===== src/rtl/regs_mp.sv =====
// Multi-port register file with write-back bypass, a pending-write scoreboard,
// and a post-reset engine that zeroes every register before the file is usable.
module regs_mp #(
   parameter int XLEN  = 32,
   parameter int NREGS = 32,
   parameter int AW    = 5,
   parameter int NRD   = 2,
   parameter int NWR   = 2,
   parameter int ZERO0 = 1
) (
   input  logic                clk,
   input  logic                rst,
   input  logic [NRD*AW-1:0]   r_addr,
   output logic [NRD*XLEN-1:0] r_data,
   output logic [NRD-1:0]      r_busy,
   input  logic [NWR-1:0]      w_en,
   input  logic [NWR*AW-1:0]   w_addr,
   input  logic [NWR*XLEN-1:0] w_data,
   input  logic                alloc_en,
   input  logic [AW-1:0]       alloc_addr,
   output logic                init_done
);

   typedef enum logic {
      ST_CLEAR,
      ST_READY
   } state_t;

   localparam logic [AW:0] LAST_REG = (AW + 1)'(NREGS - 1);

   state_t           state;
   state_t           state_next;
   logic [AW:0]      cnt;
   logic [XLEN-1:0]  regs [NREGS];
   logic [NREGS-1:0] busy;
   logic [NREGS-1:0] busy_next;
   logic             ready;

   // Register 0 is treated as a constant zero source when ZERO0 is set.
   function automatic logic is_zero_reg(input logic [AW-1:0] a);
      return (ZERO0 != 0) && (a == '0);
   endfunction

   assign ready     = (state == ST_READY);
   assign init_done = ready;

   always_ff @(posedge clk or negedge rst) begin
      if (!rst) begin
         state <= ST_CLEAR;
      end else begin
         state <= state_next;
      end
   end

   always_comb begin
      state_next = state;
      case (state)
         ST_CLEAR: if (cnt == LAST_REG) state_next = ST_READY;
         ST_READY: state_next = ST_READY;
         default:  state_next = ST_CLEAR;
      endcase
   end

   always_ff @(posedge clk or negedge rst) begin
      if (!rst) begin
         cnt <= '0;
      end else if (state == ST_CLEAR) begin
         cnt <= cnt + 1'b1;
      end
   end

   // Storage has no reset of its own; the clear engine owns it until READY.
   always_ff @(posedge clk) begin
      if (state == ST_CLEAR) begin
         regs[cnt[AW-1:0]] <= '0;
      end else begin
         for (int j = 0; j < NWR; j++) begin
            if (w_en[j] && !is_zero_reg(w_addr[j*AW +: AW])) begin
               regs[w_addr[j*AW +: AW]] <= w_data[j*XLEN +: XLEN];
            end
         end
      end
   end

   // Allocation is applied after retirement so a new producer keeps the bit set.
   always_comb begin
      busy_next = busy;
      if (ready) begin
         for (int j = 0; j < NWR; j++) begin
            if (w_en[j]) busy_next[w_addr[j*AW +: AW]] = 1'b0;
         end
         if (alloc_en) busy_next[alloc_addr] = 1'b1;
      end
      if (ZERO0 != 0) busy_next[0] = 1'b0;
   end

   always_ff @(posedge clk or negedge rst) begin
      if (!rst) begin
         busy <= '0;
      end else begin
         busy <= busy_next;
      end
   end

   always_comb begin
      r_data = '0;
      r_busy = '0;
      for (int i = 0; i < NRD; i++) begin
         r_data[i*XLEN +: XLEN] = regs[r_addr[i*AW +: AW]];
         r_busy[i]              = busy[r_addr[i*AW +: AW]];
         for (int j = 0; j < NWR; j++) begin
            if (w_en[j] && (w_addr[j*AW +: AW] == r_addr[i*AW +: AW])) begin
               r_data[i*XLEN +: XLEN] = w_data[j*XLEN +: XLEN];
               r_busy[i]              = 1'b0;
            end
         end
         if (!ready || is_zero_reg(r_addr[i*AW +: AW])) begin
            r_data[i*XLEN +: XLEN] = '0;
            r_busy[i]              = 1'b0;
         end
      end
   end

endmodule


===== config.mk =====
export PLATFORM = sky130hd
export DESIGN_NAME = regs_mp
export DESIGN_NICKNAME = d
export VERILOG_FILES = /design/src/rtl/regs_mp.sv
export SDC_FILE = /design/constraint.sdc
export NUM_CORES = 2
export LEC_CHECK = 0
export CAP_MARGIN = 20
export CORE_MARGIN = 2
export CORE_UTILIZATION = 30
export CTS_CLUSTER_DIAMETER = 40
export CTS_CLUSTER_SIZE = 24
export DETAILED_ROUTE_END_ITERATION = 8
export SYNTH_ARGS = -nofsm -noshare
export SYNTH_HDL_FRONTEND = slang
export SYNTH_SLANG_ARGS = --single-unit
export TNS_END_PERCENT = 10

===== constraint.sdc =====
create_clock -name clk -period 7.8 [get_ports clk]
set_input_delay 2.34 -clock clk [delete_from_list [all_inputs] [get_ports clk]]
set_output_delay 2.34 -clock clk [all_outputs]
set_load 0.1 [all_outputs]

==> Changelog: implementation <==
### Physical design

- Clock tree root driver cell: clkbuf_16
- Compound Share, Synth: 14.8%
- TritonCTS Sinks: 1,062
- Worst r2r dst: regs[28][30]
- Worst Hold End: cnt[5]
- Highest routed layer: met5
- Busiest layer in global routing: met2
- Number of gates resized after cts: 0
- Number of non-clock inverters: 33
- Cell area leaders: edfxtp_1 (49%), mux4_2 (14%), nand2_1 (7.1%)
- Synth area leader: edfxtp_1
- Flops: 1,062
- Post-synthesis sequential area ratio: 50.6%
- Metal-1 WL: 92,600 µm
- Hold_ws: 0.463 ns
- Crit share post-route: 99.0%
- Setup violators final: 0
- Slowest CP cell: nor4b_4
- DR vias/cell: 5.95
- Min-delay src: cnt[5]
- DP Cell Count: 8,075
- Antenna Cells: 1
- Net Count, Synth: 5,679
- Met3 usage: 6.51%
- Comb/total area: 38.1%
- Synth Instances: 5,584
- Post-route cell area: 74,800 µm²
- CTS tree: built
- CP max stage delay: 0.68 ns
- # nets final: 5,570
- Setup crit end kind: output pin
- Kind of critical path: input pin to output pin
- Power per Cell Area: 222 nW/µm²
- Mean Syn Cell Area: 11.2 µm²
- Worst path cell trace: clkdlybuf4s50_1, buf_4, nor3_1, nand2_1, nand2_1, nor4b_4, buf_4, a222oi_1, nand2_1, buf_12
- Tap Count: 2,788
- CP Depth: 10
- Post-CTS setup buffers: 0
- Top cells by count: nand2_1 (1,181), edfxtp_1 (1,024), o21ai_0 (769)
- Die W: 461 µm
- CP Buf/Inv Count: 4
- Initial DRT Pass Iterations: 9
- CP dominant cell by count: nand2_1
- Area share of buffers outside the clock network: 6.56%
- Yosys chip area: 62,600 µm²
- Hold Path Cell Cnt: 1
- EDFF count, synth: 1,024
- Fin Setup TNS: 0 ns
- Setup crit end: r_data[16]
- Layout cells sized above 1: 19.9%
- Most frequent cell after synthesis: nand2_1
- Pin count of the biggest net entering global routing: 94
- Worst setup startpoint: r_addr[3]
- Worst-Skew Late Latency: 0.82 ns
- CTS H-Tree Depth: 4
- Top comb family, area: multiplexers
- Slew headroom: 23.2%
- Stage-log warning count: 27
- Final Max Tran Viols: 0
- WL met3: 33,100 µm
- Placed Area: 68,400 µm²
- Crit path max-delay family: buffers and inverters
- Initial antenna violation count: 1
- Vias: 50.1k
- Worst reg2reg setup slack: 3.52 ns
- CLK BUF: 197
- Distinct lib cells: 61
- Dpl hpwl: 143,000 µm
- Mux frac, synth: 19.8%
- Repair and plain buffers: 411
- Clock Skew: 0.0387 ns
- Total power: 16.6 mW
- Multi-In Gates: 3,792
- Area growth, synth to finish: 19.4%
- First-pass GRT wire length: 347,000 µm
- # Cells Yosys: 5,584
- WL final: 246,000 µm
- Clk tree area frac: 8.13%
- Area leader share: 49.1%
- Routed wl met2: 110,000 µm
- Minimum clock period: 7.72 ns
- Logic area: 28,500 µm²
- Worst Reg2Reg Path Length in Cells: 8
- Vias in the first global route: 47.7k
- Reg2reg start: init_done
- Final Hold Viols: 0
- Outcome: finished, final reports clean
- WP data arrival: 5.38 ns
- Deepest clock path buffer count: 3
## layout by cell type, fill, tap and decap left out, types with 25 or more instances in the layout
master,n
edfxtp_1,1024
o22ai_1,61
o21ai_1,295
mux2i_1,265
nand2_1,1179
a22oi_1,35
nand3_1,41
a211o_1,62
a222oi_1,31
a211oi_1,54
a21oi_1,159
o22ai_4,25
dfrtp_1,38
buf_4,195
o221ai_1,61
inv_1,33
nor2_4,33
clkbuf_16,181
o21ai_0,766
clkdlybuf4s50_1,85
clkinv_2,25
nor2b_1,65
buf_12,114
mux4_2,400
mux2_1,53
## power by group
part,internal (mW),leakage [nW],switching [mW]
logic,0.744,11.7,1.43
registers,6.33,11.1,0.0239
clock network,5.05,2.90,3.00
## state kept, by name, indices dropped and copies added, names as in the netlist
signal	flops
regs	1024
busy	31
cnt	6
init_done	1
placement_by_type.png
(1 px per µm)
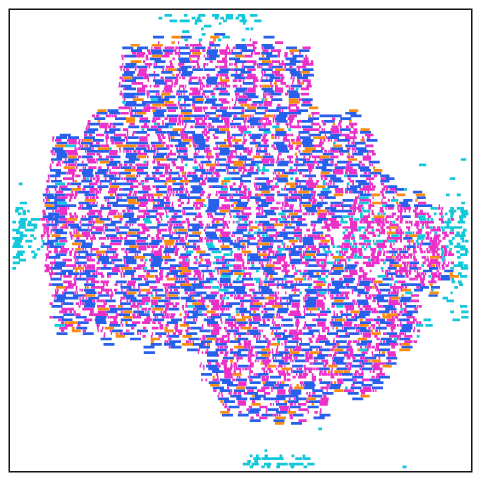
combinational and other logic -> magenta  # cells 3,825
remaining buffers and delay cells -> cyan  # cells 411
clock drivers and dummy loads -> orange  # cells 328
sequential cells -> blue  # cells 1,062
flop share of the area: 42.4%
row count: 167

placement.png
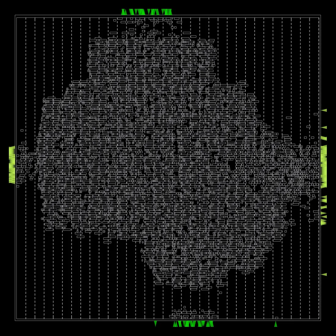
Core Box Area: 207,000 µm²
Final Non-Filler Cells: 8,415

io_fan.png
(1 px per µm)
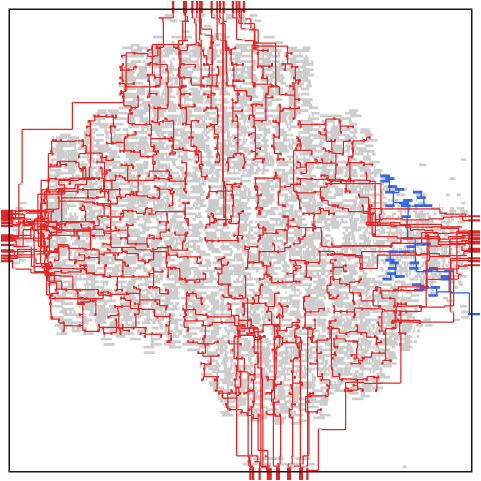
rst -> blue  # bits 1, direction input, end cells 38, buffers 1, wire 378 µm
w_data -> red  # bits 64, direction input, end cells 1,089, buffers 96, wire 17,900 µm
# port buffers: 160
I/O pins: 161

flops_by_reg.png
(1 px per µm)
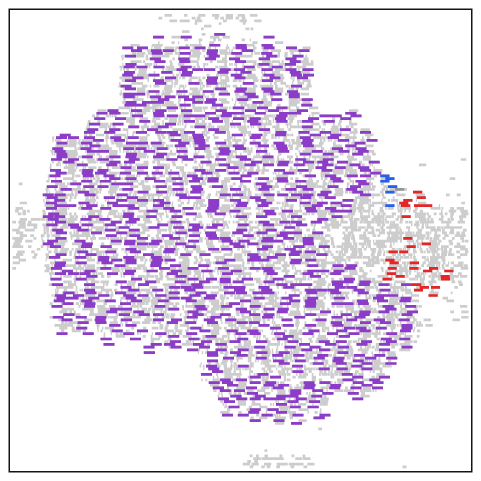
regs -> purple  # placed flops 1,024
busy -> red  # placed flops 31, where right middle
cnt -> blue  # placed flops 6
Seq group: 6.35 mW
FF+latch area: 31,700 µm²

No activity file was given, so power comes from the tool's default toggle rates.
